**Run 1: cells by drive strength**

Drawn at 8 px/µm.
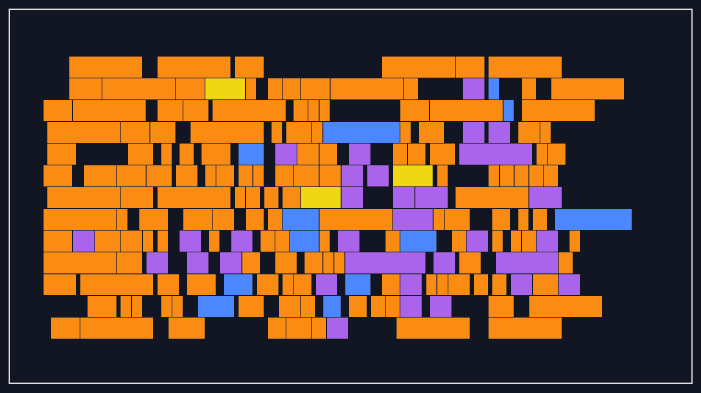
**Run 1: where the registers sit**

Drawn at 6 px/µm.
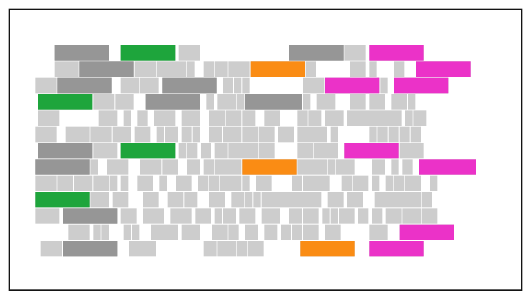
**Run 1: M2 wires**

Drawn at 6 px/µm.
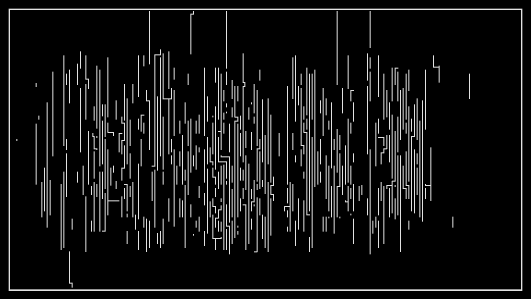
**Run 1: zoomed window**

Window x 30 to 55, y 11 to 36 µm. Cells in gray, sequential cells in the stronger gray; small squares are vias.
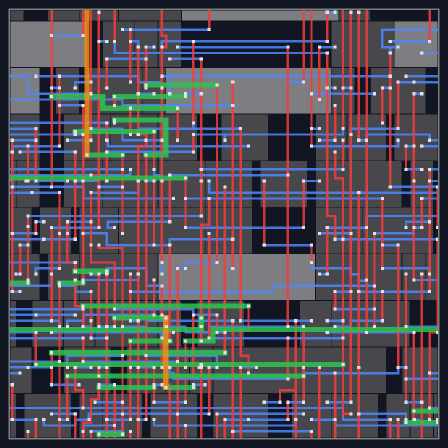
==> config.mk <==
export PLATFORM = sky130hd
export DESIGN_NAME = nibble_serial_tx_flat
export DESIGN_NICKNAME = d
export VERILOG_FILES = /design/src/rtl/nibble_serial_tx_if.sv /design/src/rtl/nibble_serial_tx.sv /design/src/flat_wrapper.sv
export SDC_FILE = /design/constraint.sdc
export NUM_CORES = 1
export LEC_CHECK = 0
export CAP_MARGIN = 20
export CORE_ASPECT_RATIO = 0.5
export CORE_MARGIN = 4
export CORE_UTILIZATION = 52
export CTS_BUF_LIST = sky130_fd_sc_hd__clkbuf_8 sky130_fd_sc_hd__clkbuf_16
export DETAILED_ROUTE_END_ITERATION = 6
export PLACE_DENSITY = 0.76
export SLEW_MARGIN = 20
export SYNTH_ARGS = -nofsm -noshare
export SYNTH_HDL_FRONTEND = slang
export SYNTH_SLANG_ARGS = --single-unit
==> constraint.sdc <==
create_clock -name CLK -period 2.1 [get_ports CLK]
set_input_delay 0.42 -clock CLK [delete_from_list [all_inputs] [get_ports CLK]]
set_output_delay 0.42 -clock CLK [all_outputs]
set_load 0.01 [all_outputs]
==> src/rtl/nibble_serial_tx_if.sv <==
// Word-load handshake and serial line of the nibble transmitter.
// The upstream register drives D/en; the transmitter drives the rest.
interface nibble_serial_tx_if;
    logic [3:0] D;
    logic       en;
    logic       ready;
    logic       TXD;
    logic       busy;
    logic       done;

    modport master (output D, en, input ready, TXD, busy, done);
    modport slave  (input D, en, output ready, TXD, busy, done);
endinterface

==> src/rtl/nibble_serial_tx.sv <==
// Framed serial transmitter for 4-bit words: start, 4 data bits LSB first,
// optional even parity, stop. A one-word hold buffer allows gapless frames.
//
// state    | meaning
// S_IDLE   | line high, waiting for a word
// S_START  | start bit (TXD=0)
// S_DATA   | data bits, sh[0] on the line, bit_cnt selects bit 0..3
// S_PARITY | even-parity bit over the 4 data bits
// S_STOP   | stop bit (TXD=1); next word or idle at its end
module nibble_serial_tx #(
    parameter int unsigned CLKS_PER_BIT = 4,
    parameter bit          PARITY_EN    = 1'b1
) (
    input  logic                 CLK,
    input  logic                 RST,
    nibble_serial_tx_if.slave    bus
);

    typedef enum logic [2:0] {
        S_IDLE,
        S_START,
        S_DATA,
        S_PARITY,
        S_STOP
    } state_t;

    // Baud timer counts down; the bit ends when it reaches zero.
    localparam logic [7:0] BAUD_RELOAD = 8'(CLKS_PER_BIT - 1);

    state_t     state_q, state_d;
    logic [3:0] sh_q, sh_d;
    logic       par_q, par_d;
    logic [1:0] bit_cnt_q, bit_cnt_d;
    logic [7:0] baud_cnt_q, baud_cnt_d;
    logic [3:0] hold_q, hold_d;
    logic       full_q, full_d;
    logic       txd_q, txd_d;
    logic       busy_q, busy_d;
    logic       done_q, done_d;

    logic       bit_end;
    logic       accept;

    assign bit_end = (baud_cnt_q == 8'd0);
    assign accept  = bus.en && !full_q;

    always_comb begin
        state_d    = state_q;
        sh_d       = sh_q;
        par_d      = par_q;
        bit_cnt_d  = bit_cnt_q;
        baud_cnt_d = baud_cnt_q;
        hold_d     = hold_q;
        full_d     = full_q;
        done_d     = 1'b0;

        case (state_q)
            S_IDLE: begin
                if (accept) begin
                    sh_d       = bus.D;
                    par_d      = ^bus.D;
                    bit_cnt_d  = 2'd0;
                    baud_cnt_d = BAUD_RELOAD;
                    state_d    = S_START;
                end
            end
            S_START: begin
                if (bit_end) begin
                    baud_cnt_d = BAUD_RELOAD;
                    bit_cnt_d  = 2'd0;
                    state_d    = S_DATA;
                end else begin
                    baud_cnt_d = baud_cnt_q - 8'd1;
                end
            end
            S_DATA: begin
                if (bit_end) begin
                    baud_cnt_d = BAUD_RELOAD;
                    if (bit_cnt_q == 2'd3) begin
                        state_d = PARITY_EN ? S_PARITY : S_STOP;
                    end else begin
                        bit_cnt_d = bit_cnt_q + 2'd1;
                        sh_d      = {1'b0, sh_q[3:1]};
                    end
                end else begin
                    baud_cnt_d = baud_cnt_q - 8'd1;
                end
            end
            S_PARITY: begin
                if (bit_end) begin
                    baud_cnt_d = BAUD_RELOAD;
                    state_d    = S_STOP;
                end else begin
                    baud_cnt_d = baud_cnt_q - 8'd1;
                end
            end
            S_STOP: begin
                if (bit_end) begin
                    done_d    = 1'b1;
                    bit_cnt_d = 2'd0;
                    // A held word has priority over a fresh load on the same edge.
                    if (full_q) begin
                        sh_d       = hold_q;
                        par_d      = ^hold_q;
                        full_d     = 1'b0;
                        baud_cnt_d = BAUD_RELOAD;
                        state_d    = S_START;
                    end else if (bus.en) begin
                        sh_d       = bus.D;
                        par_d      = ^bus.D;
                        baud_cnt_d = BAUD_RELOAD;
                        state_d    = S_START;
                    end else begin
                        baud_cnt_d = 8'd0;
                        state_d    = S_IDLE;
                    end
                end else begin
                    baud_cnt_d = baud_cnt_q - 8'd1;
                end
            end
            default: begin
                state_d = S_IDLE;
            end
        endcase

        if (accept && (state_q != S_IDLE) && !((state_q == S_STOP) && bit_end)) begin
            hold_d = bus.D;
            full_d = 1'b1;
        end
    end

    always_comb begin
        case (state_d)
            S_START:  txd_d = 1'b0;
            S_DATA:   txd_d = sh_d[0];
            S_PARITY: txd_d = par_d;
            default:  txd_d = 1'b1;
        endcase
        busy_d = (state_d != S_IDLE);
    end

    always_ff @(posedge CLK or negedge RST) begin
        if (!RST) begin
            state_q    <= S_IDLE;
            sh_q       <= 4'd0;
            par_q      <= 1'b0;
            bit_cnt_q  <= 2'd0;
            baud_cnt_q <= 8'd0;
            hold_q     <= 4'd0;
            full_q     <= 1'b0;
            txd_q      <= 1'b1;
            busy_q     <= 1'b0;
            done_q     <= 1'b0;
        end else begin
            state_q    <= state_d;
            sh_q       <= sh_d;
            par_q      <= par_d;
            bit_cnt_q  <= bit_cnt_d;
            baud_cnt_q <= baud_cnt_d;
            hold_q     <= hold_d;
            full_q     <= full_d;
            txd_q      <= txd_d;
            busy_q     <= busy_d;
            done_q     <= done_d;
        end
    end

    assign bus.ready = !full_q;
    assign bus.TXD   = txd_q;
    assign bus.busy  = busy_q;
    assign bus.done  = done_q;

endmodule

==> src/flat_wrapper.sv <==
// flat-port wrapper written by rule: the top's interface ports become plain ports
module nibble_serial_tx_flat 
#(
    parameter int unsigned CLKS_PER_BIT = 4,
    parameter bit          PARITY_EN    = 1'b1
)
  (CLK, RST, bus_D, bus_en, bus_ready, bus_TXD, bus_busy, bus_done);
  nibble_serial_tx_if bus_i ();
  input  logic CLK;
  input  logic RST;
  input wire logic [$bits(bus_i.D)-1:0] bus_D;
  input wire logic [$bits(bus_i.en)-1:0] bus_en;
  output wire logic [$bits(bus_i.ready)-1:0] bus_ready;
  output wire logic [$bits(bus_i.TXD)-1:0] bus_TXD;
  output wire logic [$bits(bus_i.busy)-1:0] bus_busy;
  output wire logic [$bits(bus_i.done)-1:0] bus_done;
  assign bus_i.D = bus_D;
  assign bus_i.en = bus_en;
  assign bus_ready = bus_i.ready;
  assign bus_TXD = bus_i.TXD;
  assign bus_busy = bus_i.busy;
  assign bus_done = bus_i.done;
  nibble_serial_tx #(.CLKS_PER_BIT(CLKS_PER_BIT), .PARITY_EN(PARITY_EN)) u_core (.CLK(CLK), .RST(RST), .bus(bus_i));
endmodule
==> out/results.ini, run 1 <==
[floorplanning]
num_io_pins = 11
die_w_um = 85.2
die_h_um = 46.6
rows = 13
initial_core_util = 0.570
die-area_mm2 = 0.00397
core-area_mm2 = 0.00272

[synthesis]
synth.distinct_cells = 49
ys_sh_adder = 0.0162
edf_count = 0
mux_share = 0.0485
logic_family = AND-OR/OR-AND gates
ys_sh_aoi = 0.227
yosysCellCount = 164
synth-async-reset-ratio = 1.00
synth_seq_share = 0.421
ys_dominant_reg_cell = dfrtp_1
synth_flops = 26
synth_area_mm2 = 0.00155
fp_nets = 173
xor_share = 0.0396
synth_chip_area_mm2 = 0.00155
avgSynthCellArea_um2 = 9.44
ys_warn_count = 0
synthSimpleGateAreaFrac = 0.196
syn_inst = 164

[cells_and_area]
drive_above_1_share = 0.240
fin_nets = 206
most-common-layout-cells = 26 x buf_4, 24 x dfrtp_1, 13 x nand2_1
lay_top_count = buf_4
logic_area_um2 = 872
diodes = 0
nFillCells = 196
final_cells = 233

[power_and_ir_drop]
clockPowerShare = 0.115
p_leak_nw = 0.820
p_per_area_mw_per_mm2 = 1270
switchingPower_w = 0.00102
intPower_w = 0.00146
p_seq_frac = 0.313
pwr-share-comb = 0.571
netSwitchingFraction = 0.411
peakVddDrop_v = 0.000601

[run_status]
status = finished, final reports clean

[setup_path]
r2r-start = u_core.baud_cnt_q[7]
end_kind = flop
critical_path_peak_fanout = 5
rrSetupSlack_ps = 50
critPathKind = reg -> reg
r2r_cells = 5
cp.arrival_ps = 2250
crit_path_end = u_core.bus.TXD
start_kind = flop
critPathLaunch = u_core.baud_cnt_q[7]
required_ps = 2300
timing.rr.end = u_core.bus.TXD

[placement]
place.detailed.hpwl_mm = 2.76
gp_congestion = 0.865
placed_cells = 225
port_buffers = 10
place_area_mm2 = 0.00182

[flow_run]
cap_violations = 0
warning_count = 26

[clocking]
cts_hold_buffers = 0
clkSlewWorstSetupHoldPaths_ps = 90
ctsRootBufferMaster = clkbuf_8
cts_tree = yes
cts_max_level = 1
clock_latency_ps = 270
cts.sinks = 26
clockBufferDepth = 2
cts_buffers = 3

[final_timing]
period_needed_ps = 2050
worstMarginPinSlew_ps = 499
rsz0062_at_grt = false
skew_ps = 5.67
relSlewSlack = 0.665
timing.fmax_mhz = 489
finalClockPeriodUsage = 0.974
maxSlewViolCount = 0
setup_violations = 0
finalHoldViolations = 0

[drt]
route.detailed.drc = 0
drtAntennaViolNets = 0
drtIter0Drc = 80
drt-wirelength-per-cell_um = 16.6
dr.pass1.iters = 4
viasPerCell = 6.24

[grt]
antenna_found_initial = 0
grt_pass1_vias = 1369
grt_use_total = 0.209
grt_first_pass_wirelength_mm = 6.37
grt_max_degree = 27
grt.overflow.total = 0

[min_path]
worstHoldPathType = reg -> reg

## Picture notes: 'cells by drive strength'
| color | size | cells | share |
|---|---|---|---|
| purple | drive 3 to 4 | 32 | 16% |
| yellow | drive 6 and up | 3 | 1.5% |
| blue | drive 2 | 12 | 6.1% |
| orange | drive 1 or less | 149 | 76% |
nonclk buf count: 36
post-layout instance area: 0.00195 mm²
PnR worst setup slack: 54.7 ps
Layout area overhead: 25.7%

## Picture notes: 'where the registers sit'
| color | netlist name | flops |
|---|---|---|
| green | `u_core.sh_q` | 4 |
| magenta | `u_core.baud_cnt_q` | 8 |
| orange | `u_core.state_q` | 3 |
not colored: 11
Core Util, Final: 0.716
FF+latch area: 653 µm²
sequential power: 0.000777 W

## Picture notes: 'M2 wires'
share of all routed wire: 47%
wire length on this layer: 1820 µm
nets with wire on the layer: 182
DRT Wirelength: 3.86 mm
DR vias: 1455
M2 GR Usage: 0.353

## Picture notes: 'zoomed window'
| color | layer |
|---|---|
| red | met2 |
| orange | met4 |
| green | met3 |
| blue | met1 |
most frequent: buf_4 (10), nand2_1 (5), nor2_1 (5)
netlist names of flops here include: `u_core.bus.TXD` (1), `u_core.state_q` (1)
cells with their middle in the window: 62
sequential cells in the window: 2

## run 1: per-stage QoR
stage          power, W  hold slack (ps)  setup TNS (ps)  worst slack (ps)
2_1_floorplan   0.00160              124               0             0.220
3_3_place_gp    0.00195              446               0              13.2
3_5_place_dp    0.00200              474           -22.6             -14.2
4_1_cts         0.00231              495               0              41.2
5_1_grt         0.00267              514               0              1.74
6_report        0.00248              495               0              54.7
## run 1: final cells by class
type / instances / share of cell area
multi-input cells: 121 / 0.448
flip-flops and latches: 26 / 0.336
repair buffers: 36 / 0.152
well taps: 37 / 0.0238
clock buffers: 3 / 0.0212
inverters: 9 / 0.0174
clock inverters: 1 / 0.00193
## run 1: state kept, by name, indices dropped and copies added, names as in the netlist
name / count
u_core.baud_cnt_q: 8
u_core.bit_cnt_q: 2
u_core.bus.TXD: 1
u_core.bus.busy: 1
u_core.bus.done: 1
u_core.full_q: 1
u_core.hold_q: 4
u_core.par_q: 1
u_core.sh_q: 4
u_core.state_q: 3
## run 1: what timing repair did
action	in CTS	in global routing
pin swaps	2	3
resized	4	7
endpoints found under the setup margin	2	6
setup buffers	0	4
## run 1: worst max-delay path, cell delays in order, from the launching register on
cell       delay (ps)
dfrtp_2           420
or4_4             580
o32ai_4           300
o21ai_1           110
a221o_1           400
a2bb2oi_1         160
## run 1: worst min path at each step
stage                              from                   end  slack [ps]  cells past startpoint
floorplan                           RST  u_core.baud_cnt_q[0]         120                      0
global placement         u_core.sh_q[3]        u_core.sh_q[2]         450                      2
detailed placement       u_core.sh_q[2]        u_core.sh_q[1]         470                      2
CTS                 u_core.bit_cnt_q[0]   u_core.bit_cnt_q[0]         500                      1
global route             u_core.sh_q[2]        u_core.sh_q[1]         510                      2
finish              u_core.bit_cnt_q[0]   u_core.bit_cnt_q[0]         490                      1
## run 1: routing by layer
layer,global-route usage,share of wire
met5,0,0
met4,0.0631,0.012
met3,0.0429,0.063
met2,0.353,0.47
met1,0.276,0.45
## run 1: cell usage after synthesis, drive strengths merged (3+ instances only)
master	count	share of area
mux2i	3	0.019
inv	9	0.022
nor2	12	0.029
nor2b	3	0.012
nor3	4	0.016
nand2	13	0.032
xnor2	5	0.028
nor3b	4	0.023
a32o	3	0.019
clkbuf	6	0.015
a21oi	6	0.019
dfrtp	25	0.40
nor4	4	0.020
a22o	3	0.017
o22ai	3	0.012
o21ai	17	0.055
mux2	4	0.029
o31ai	3	0.015
## run 1: power groups by stage
| stage | Clock (W) | Sequential (W) | Combinational, W |
|---|---|---|---|
| detailed placement | 0 | 0.000772 | 0.00123 |
| global placement | 0 | 0.000760 | 0.00119 |
| floorplan | 0 | 0.000756 | 0.000845 |
| finish | 0.000286 | 0.000777 | 0.00142 |
| CTS | 0.000292 | 0.000766 | 0.00125 |
| global route | 0.000314 | 0.000795 | 0.00156 |
## run 1: cell families after synthesis
family	Yosys count
buffers and inverters	17
adders and majority gates	2
xor gates and xnor gates	7
DFF	26
AOI/OAI and AO/OA	51
muxes	7
and+or+nand+nor	54
==> run 1 -> run 2 <==
--- a/config.mk
+++ b/config.mk
@@ -8,10 +8,10 @@
 export CAP_MARGIN = 20
 export CORE_ASPECT_RATIO = 0.5
 export CORE_MARGIN = 4
-export CORE_UTILIZATION = 52
+export CORE_UTILIZATION = 58
 export CTS_BUF_LIST = sky130_fd_sc_hd__clkbuf_8 sky130_fd_sc_hd__clkbuf_16
 export DETAILED_ROUTE_END_ITERATION = 6
-export PLACE_DENSITY = 0.76
+export PLACE_DENSITY = 0.8
 export SLEW_MARGIN = 20
 export SYNTH_ARGS = -nofsm -noshare
 export SYNTH_HDL_FRONTEND = slang
==> constraint.sdc (replaced) <==
create_clock -name CLK -period 2.46 [get_ports CLK]
set_input_delay 0.492 -clock CLK [delete_from_list [all_inputs] [get_ports CLK]]
set_output_delay 0.492 -clock CLK [all_outputs]
set_load 0.01 [all_outputs]
**Run 2: zoomed window**

Window x 28 to 53, y 10 to 35 µm. Cells in gray, sequential cells in the stronger gray; small squares are vias.
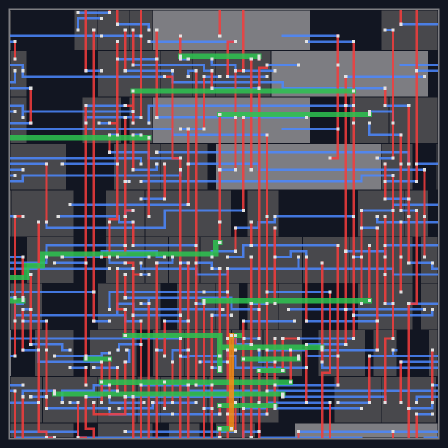
| color | layer |
|---|---|
| orange | met4 |
| green | met3 |
| blue | met1 |
| red | met2 |
cells with their middle in the window: 61
netlist names of flops here include: `u_core.state_q` (2)
most frequent: a21oi_1 (5)
sequential cells in the window: 4

==> run 2 against run 1 <==
Effect of this change:
- clock skew is 1.4 ps lower
- final area is 9.8% lower
- largest cell class unchanged
- non-clock buffer count is 19 lower
- setup slack better by 150 ps
- combinational power is 38% lower
- die size is 9.0% lower
- total power is 25% lower
- first-iteration DRC count is 1.3% lower
==> out/results.ini, run 2 <==
[run_status]
status = finished, final reports clean

[drt]
drt-total-wl_mm = 3.43
drt-wirelength-per-cell_um = 16.2
drtAntennaViolNets = 0
drtIter0Drc = 79
viasPerCell = 6.32
num_vias = 1339
route.detailed.drc = 0
dr.pass1.iters = 4

[synthesis]
syn_inst = 164
yosysMostFrequentCell = dfrtp_1
synth_top_area_share = 0.404
ys_dominant_reg_cell = dfrtp_1
synth_flops = 26
avgSynthCellArea_um2 = 9.44
yosys.area.top_type = dfrtp_1
netlist_top_cells_count = 25 x dfrtp_1, 13 x nand2_1, 12 x nor2_1, 11 x o21ai_0, 9 x inv_1
edf_count = 0
synth.distinct_cells = 49
synth_area_mm2 = 0.00155
topCellsByArea = dfrtp_1 40%, o21ai_0 3.6%, nand2_1 3.2%
synth_chip_area_mm2 = 0.00155
synth-async-reset-ratio = 1.00
ys_warn_count = 0
yosysCellCount = 164
fp_nets = 173
synth_seq_share = 0.421

[setup_path]
end_kind = flop
cp.arrival_ps = 2460
path_delay_family = simple AND/OR/NAND/NOR gates
crit_path_top_delay_cell = or4b_2
critical_path_peak_fanout = 5
start_kind = flop
crit_buf_inv = 1
critPathKind = reg -> reg
cp_cell_sequence = inv_1, ha_1, or4b_2, nor3_1, o21ai_1, a221o_1, a2bb2oi_1
required_ps = 2670
max_stage_delay_ps = 640

[final_timing]
fin_setup_tns_ps = 0
setup_violations = 0
timing.fmax_mhz = 444
holdWs_ps = 492
period_needed_ps = 2250
maxSlewViolCount = 0
rsz0062_at_grt = false
finalHoldViolations = 0
finalClockPeriodUsage = 0.916
skew_ps = 4.25
setup_ws_ps = 206
relSlewSlack = 0.634
worstMarginPinSlew_ps = 547

[cells_and_area]
diodes = 0
fin_nets = 187
final_cells = 212
nFillCells = 188
most-common-layout-cells = 25 x dfrtp_1, 13 x nand2_1, 12 x nor2_1
drive_above_1_share = 0.124
syn_to_final_growth_pct = 13.3
top_regs = u_core.baud_cnt_q (8), u_core.hold_q (4), u_core.sh_q (4)
regMostFlops = u_core.baud_cnt_q
lay_top_count = dfrtp_1
largest_reg_flops = 8

[clocking]
cts.sinks = 26
cts_setup_buffers = 0
cts_resized = 0
cts_tree = yes
clkSlewWorstSetupHoldPaths_ps = 90
cts_max_level = 1
cts_hold_buffers = 0
ctsRootBufferMaster = clkbuf_8
clockBufferDepth = 2
clock_latency_ps = 280
cts_buffers = 3

[power_and_ir_drop]
peakVddDrop_v = 0.000514
p_leak_nw = 0.719
p_per_area_mw_per_mm2 = 1060
power.total_w = 0.00186

[floorplanning]
num_io_pins = 11
core-area_mm2 = 0.00237
initial_core_util = 0.652
rows = 12
die_h_um = 44.5
die-area_mm2 = 0.00361
die_w_um = 81.1

[grt]
grt_use_total = 0.217
antenna_found_initial = 0
grt_pass1_vias = 1223
grt_first_pass_wirelength_mm = 5.98
grt.overflow.total = 0
grt_max_degree = 15

[flow_run]
cap_violations = 0
warning_count = 26

[placement]
placed_cells = 208
place.detailed.hpwl_mm = 2.59
gp_congestion = 0.905
place_ws_ps = 228
port_buffers = 10

[min_path]
worstHoldPathType = reg -> reg

run 2: cell counts after synthesis:
Identical to the previous run, type by type.
run 2: kinds of logic after synthesis:
family,after synthesis,synth area share
XOR/XNOR,7,0.0396
buffers and inverters,17,0.0509
multiplexers,7,0.0485
adder cells (fa/ha/maj),2,0.0162
flip-flops,26,0.421
AND/OR/NAND/NOR,54,0.196
AND-OR/OR-AND,51,0.227
run 2: power breakdown:
| part | internal (W) | switching, W | leakage (nW) |
|---|---|---|---|
| clock | 0.000143 | 0.000139 | 0.0288 |
| combinational | 0.000399 | 0.000483 | 0.359 |
| sequential | 0.000553 | 0.000147 | 0.332 |
| total | 0.00110 | 0.000769 | 0.719 |
run 2: routing by layer:
| metal | wire, µm | GRT usage |
|---|---|---|
| met1 | 1660 | 0.306 |
| met2 | 1560 | 0.336 |
| met3 | 202 | 0.0610 |
| met4 | 12 | 0.0404 |
| met5 | 0 | 0 |
run 2: cell type report:
class / instances / area (µm²) / area share
clock buffer: 4 / 55.1 / 0.0314
inverter: 9 / 33.8 / 0.0193
timing repair buffer: 17 / 153 / 0.0870
tap: 35 / 43.8 / 0.0250
multi-input combinational: 121 / 817 / 0.466
sequential: 26 / 652 / 0.372
run 2: tightest hold or removal path, cell delays in order (launching register included):
cell and delay, ps:
dfrtp_1 360, nand2_1 60, nand2_1 50
run 2: path summary, 6_finish.rpt:
kind	endpoint	startpoint	cells past startpoint	slack [ps]
worst max-delay path	u_core.bus.TXD	u_core.baud_cnt_q[0]	7	210
worst min-delay path	u_core.sh_q[1]	u_core.sh_q[2]	2	490
worst max register to register	u_core.bus.TXD	u_core.baud_cnt_q[0]	7	210
worst min register to register	u_core.sh_q[1]	u_core.sh_q[2]	2	490
max in group asynchronous	u_core.bus.done	RST	2	1290
min in group asynchronous	u_core.baud_cnt_q[7]	RST	1	560
run 2: metrics by stage:
step | cell area (µm²) | utilization
after floorplan | 1550 | -
after global placement | 1700 | 0.716
after detailed placement | 1700 | 0.716
after CTS | 1750 | 0.739
after global routing | 1750 | 0.739
final | 1750 | 0.739
Power figures rest on the tool's default switching activity, not on a simulated workload.
